--- config.mk ---
export PLATFORM = sky130hd
export DESIGN_NAME = data_memory_unit
export DESIGN_NICKNAME = d
export VERILOG_FILES = /design/src/rtl/dmem_pkg.sv /design/src/rtl/dmem_clear_seq.sv /design/src/rtl/data_memory_unit.sv
export SDC_FILE = /design/constraint.sdc
export NUM_CORES = 2
export LEC_CHECK = 0
export CAP_MARGIN = 15
export CORE_ASPECT_RATIO = 0.75
export CORE_UTILIZATION = 30
export DETAILED_ROUTE_END_ITERATION = 8
export PLACE_DENSITY = 0.52
export SYNTH_ARGS = -nofsm -noshare
export SYNTH_HDL_FRONTEND = slang
export SYNTH_SLANG_ARGS = --single-unit
--- constraint.sdc ---
create_clock -name CLK -period 4.94 [get_ports CLK]
set_input_delay 0.988 -clock CLK [delete_from_list [all_inputs] [get_ports CLK]]
set_output_delay 0.988 -clock CLK [all_outputs]
set_load 0.03 [all_outputs]
--- src/rtl/dmem_pkg.sv ---
// Shared types and constants for the data-memory unit.
// Optional build macro: DMEM_BYTE_EN (per-byte write enables on RAM and IO_Out).
package dmem_pkg;

  // Sequencer states: zero the RAM after reset, then serve the core.
  typedef enum logic {
    CLEAR = 1'b0,
    RUN   = 1'b1
  } dmem_state_e;

  // Default byte address of the memory-mapped output register.
  localparam logic [31:0] DMEM_MMIO_ADDR_DEFAULT = 32'hFFFF_FFFC;

  // Width of the saturating accepted-write counter.
  localparam int WCOUNT_W = 16;

  // Bits needed to index a RAM of the given depth.
  function automatic int idx_width(input int depth);
    return $clog2(depth);
  endfunction

endpackage

--- src/rtl/dmem_clear_seq.sv ---
// Clear sequencer: walks every RAM word once after reset, then raises ready.
// Optional build macro: DMEM_BYTE_EN (not used in this file).
module dmem_clear_seq
  import dmem_pkg::*;
#(
  parameter  int DEPTH = 64,
  localparam int IDX_W = idx_width(DEPTH)
) (
  input  logic             clk,
  input  logic             rst,
  output logic             ready,
  output logic             clr_we,
  output logic [IDX_W-1:0] clr_idx
);

  dmem_state_e      state_q, state_d;
  logic [IDX_W-1:0] clr_idx_q, clr_idx_d;

  // State and index registers; reset restarts the clear from word 0.
  always_ff @(posedge clk or posedge rst) begin
    // NOTE: sequential state uses non-blocking (<=) so every flop samples pre-edge values.
    if (rst) begin
      state_q   <= CLEAR;
      clr_idx_q <= '0;
    end else begin
      state_q   <= state_d;
      clr_idx_q <= clr_idx_d;
    end
  end

  // Next-state and outputs: one zero-write per cycle, last index hands over to RUN.
  always_comb begin
    // NOTE: defaults first so no path through the case leaves a signal unassigned (no latches).
    state_d   = state_q;
    clr_idx_d = clr_idx_q;
    clr_we    = 1'b0;
    ready     = 1'b0;
    unique case (state_q)
      CLEAR: begin
        clr_we = 1'b1;
        if (clr_idx_q == IDX_W'(DEPTH - 1)) begin
          state_d = RUN;
        end else begin
          clr_idx_d = clr_idx_q + 1'b1;
        end
      end
      RUN: begin
        ready = 1'b1;
      end
      default: begin
        state_d = CLEAR;
      end
    endcase
  end

  assign clr_idx = clr_idx_q;

endmodule

--- src/rtl/data_memory_unit.sv ---
// Data-memory responder for the single-cycle MIPS core: word RAM with
// post-reset clear, one MMIO output register, sticky error flags and a
// saturating accepted-write counter.
// Optional build macro: DMEM_BYTE_EN adds the BE[3:0] byte-enable port.
module data_memory_unit
  import dmem_pkg::*;
#(
  parameter int               WIDTH     = 32,
  parameter int               DEPTH     = 64,
  parameter logic [WIDTH-1:0] MMIO_ADDR = WIDTH'(DMEM_MMIO_ADDR_DEFAULT)
) (
  input  logic                CLK,
  input  logic                RST,
  input  logic [WIDTH-1:0]    A,
  input  logic [WIDTH-1:0]    WD,
  input  logic                WE,
`ifdef DMEM_BYTE_EN
  input  logic [3:0]          BE,
`endif
  output logic [WIDTH-1:0]    RD,
  output logic                Ready,
  output logic [WIDTH-1:0]    IO_Out,
  output logic                Misaligned,
  output logic                Range_Err,
  output logic [WCOUNT_W-1:0] Write_Count
);

  localparam int             IDX_W     = idx_width(DEPTH);
  localparam logic [WIDTH:0] RANGE_END = (WIDTH + 1)'(4 * DEPTH);

  logic                ready;
  logic                clr_we;
  logic [IDX_W-1:0]    clr_idx;

  logic [WIDTH-1:0]    mem [DEPTH];

  logic [IDX_W-1:0]    word_idx;
  logic                in_range;
  logic                mmio_hit;
  logic                aligned;
  logic [WIDTH-1:0]    wmask;

  logic [WIDTH-1:0]    io_out_q, io_out_d;
  logic                misaligned_q, misaligned_d;
  logic                range_err_q, range_err_d;
  logic [WCOUNT_W-1:0] wr_count_q, wr_count_d;

  logic                run_mem_we;
  logic                accepted;
  logic                mem_we;
  logic [IDX_W-1:0]    mem_widx;
  logic [WIDTH-1:0]    mem_wdata;

  dmem_clear_seq #(
    .DEPTH (DEPTH)
  ) u_clear_seq (
    .clk     (CLK),
    .rst     (RST),
    .ready   (ready),
    .clr_we  (clr_we),
    .clr_idx (clr_idx)
  );

  assign word_idx = A[IDX_W+1:2];
  assign in_range = ({1'b0, A} < RANGE_END);
  assign mmio_hit = (A == MMIO_ADDR);
  assign aligned  = (A[1:0] == 2'b00);

`ifdef DMEM_BYTE_EN
  // Expand byte enables to a bit mask; BE[0] covers bits 7:0.
  always_comb begin
    wmask = '0;
    for (int b = 0; b < 4; b++) begin
      wmask[8*b +: 8] = {8{BE[b]}};
    end
  end
`else
  assign wmask = '1;
`endif

  // Write decode in RUN: misalignment beats MMIO beats RAM beats range error.
  always_comb begin
    io_out_d     = io_out_q;
    misaligned_d = misaligned_q;
    range_err_d  = range_err_q;
    wr_count_d   = wr_count_q;
    run_mem_we   = 1'b0;
    accepted     = 1'b0;
    if (ready && WE) begin
      if (!aligned) begin
        misaligned_d = 1'b1;
      end else if (mmio_hit) begin
        io_out_d = (WD & wmask) | (io_out_q & ~wmask);
        accepted = 1'b1;
      end else if (in_range) begin
        run_mem_we = 1'b1;
        accepted   = 1'b1;
      end else begin
        range_err_d = 1'b1;
      end
    end
    if (accepted && (wr_count_q != '1)) begin
      wr_count_d = wr_count_q + 1'b1;
    end
  end

  // RAM write-port mux: the clear sequencer owns the port until ready.
  always_comb begin
    mem_we    = 1'b0;
    mem_widx  = word_idx;
    mem_wdata = (WD & wmask) | (mem[word_idx] & ~wmask);
    if (clr_we) begin
      mem_we    = 1'b1;
      mem_widx  = clr_idx;
      mem_wdata = '0;
    end else if (run_mem_we) begin
      mem_we = 1'b1;
    end
  end

  // Control registers: MMIO output, sticky flags, write counter.
  always_ff @(posedge CLK or posedge RST) begin
    if (RST) begin
      io_out_q     <= '0;
      misaligned_q <= 1'b0;
      range_err_q  <= 1'b0;
      wr_count_q   <= '0;
    end else begin
      io_out_q     <= io_out_d;
      misaligned_q <= misaligned_d;
      range_err_q  <= range_err_d;
      wr_count_q   <= wr_count_d;
    end
  end

  // RAM storage write port.
  always_ff @(posedge CLK) begin
    // NOTE: the array has no reset branch; the clear sequencer zeroes it, so it maps to plain RAM.
    if (mem_we) begin
      mem[mem_widx] <= mem_wdata;
    end
  end

  // Asynchronous read: zero while clearing or off the map.
  always_comb begin
    RD = '0;
    if (ready) begin
      if (mmio_hit) begin
        RD = io_out_q;
      end else if (in_range) begin
        RD = mem[word_idx];
      end
    end
  end

  assign Ready       = ready;
  assign IO_Out      = io_out_q;
  assign Misaligned  = misaligned_q;
  assign Range_Err   = range_err_q;
  assign Write_Count = wr_count_q;

endmodule

==> flow_summary.json <==
{
  "comb_power_share_pct": 2.6,
  "drt_iter0_drc": 4780,
  "drc": 0,
  "xor_share_pct": 0.203,
  "max_freq_mhz": 204,
  "warning_count": 28,
  "sequentialPowerShare_pct": 54.3,
  "critPathTopFamily": "buffers and inverters",
  "final-hold-violation-count": 0,
  "pg_clk_mw": 15.3,
  "rsz0062_at_grt": "no",
  "clock_skew_ns": 0.0461,
  "pwr-share-clk_pct": 43.1,
  "cp.arrival_ns": 3.91,
  "outcome": "completed",
  "powerDensity_nw_per_um2": 360,
  "die_area_um2": 275000,
  "timing.critical_path.mode_cell": "buf_4",
  "timing.critical_path.from": "A[7]",
  "synth-edff-count": 2048,
  "leakage_nw": 27.8,
  "gp_congestion": 0.824,
  "cpPeakStageDelay_ns": 0.44,
  "path_class": "input pin to output port",
  "ys_area_um2": 81800,
  "syn_to_final_growth_pct": 20.4,
  "pwr.group.combinational_uw": 915,
  "io_pins": 150,
  "stdcell_area_um2": 98500,
  "nMultiInputCombCells": 1765
}
## sequential cells by signal (all words and copies together) (netlist names)
register / count
IO_Out: 32
Range_Err: 1
mem: 2048
u_clear_seq.clr_idx: 6
u_clear_seq.state_q: 1
Write_Count: 16
Misaligned: 1
## per-stage QoR
step | utilization, % | worst slack (ns) | cells | hold slack [ns] | setup TNS, ns
final | 36.4 | 0.0427 | 8345 | 0.484 | 0
after global routing | 36.4 | 0.0367 | 8343 | 0.503 | 0
after CTS | 36.4 | -0.0106 | 8339 | 0.487 | -0.0106
after detailed placement | 34.0 | -0.217 | 7973 | 0.470 | -0.845
after global placement | 34.0 | -0.248 | 7973 | 0.454 | -0.956
after floorplan | - | 0.0261 | 4122 | 0.491 | 0
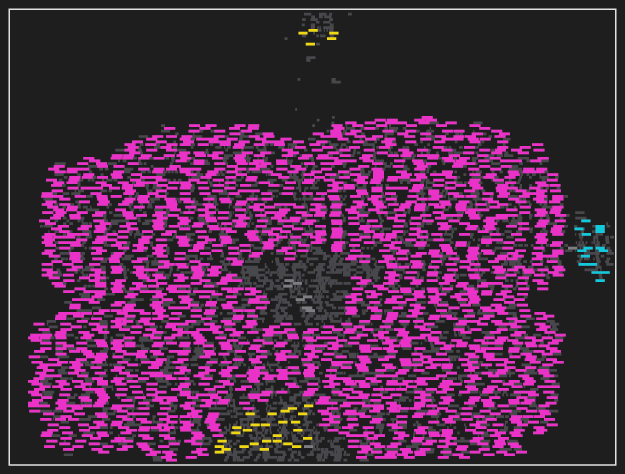
Fig. 1. Register map, names as in the netlist.
(1 px per um) Other sequential cells in the stronger gray, the rest of the logic in the fainter gray.
Key: mem = magenta [flops 2,048]; IO_Out = yellow [flops 32, where a vertical strip down the middle]; Write_Count = cyan [flops 16, where right middle]

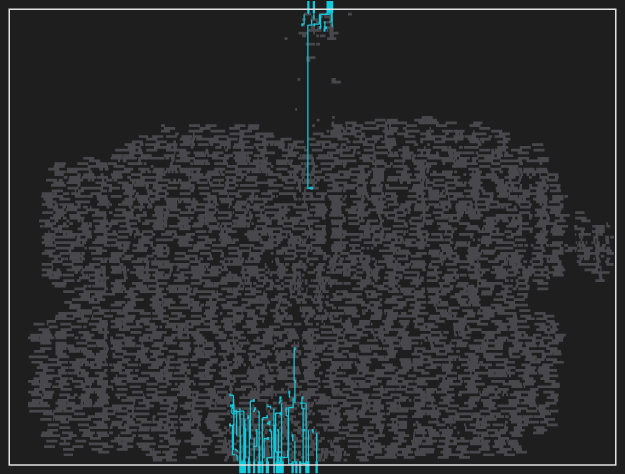
Fig. 2. Port wiring.
(1 px per um)
Key: RD = cyan [direction output, edge 26 bottom, 6 top, end cells 32, buffers 36, wire 1,730 um]

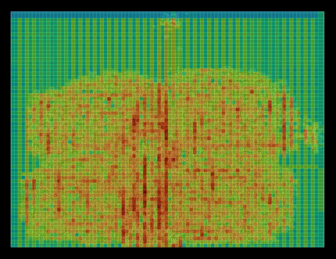
Fig. 3. Routing congestion.
GRT Util Overall: 17.1%
met2 Use GR: 26.0%

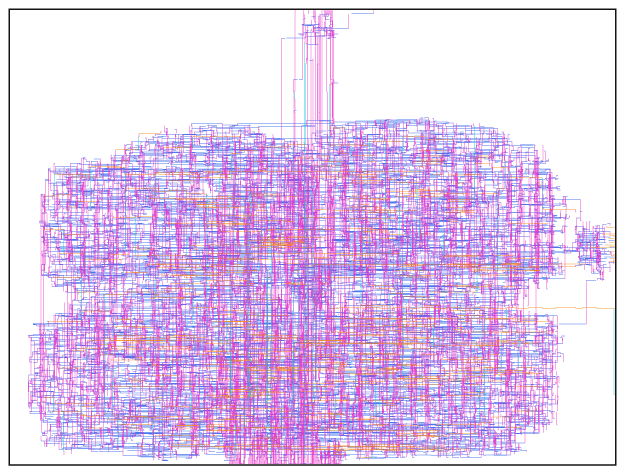
Fig. 4. Routed metal, one color a layer.
(1 px per um)
Key: metal 1 = blue [wire length 110 mm]; metal 2 = magenta [wire length 107 mm]; metal 4 = cyan [wire length 5,590 um]; metal 3 = orange [wire length 16,300 um]

Power and IR drop assume default switching activity.
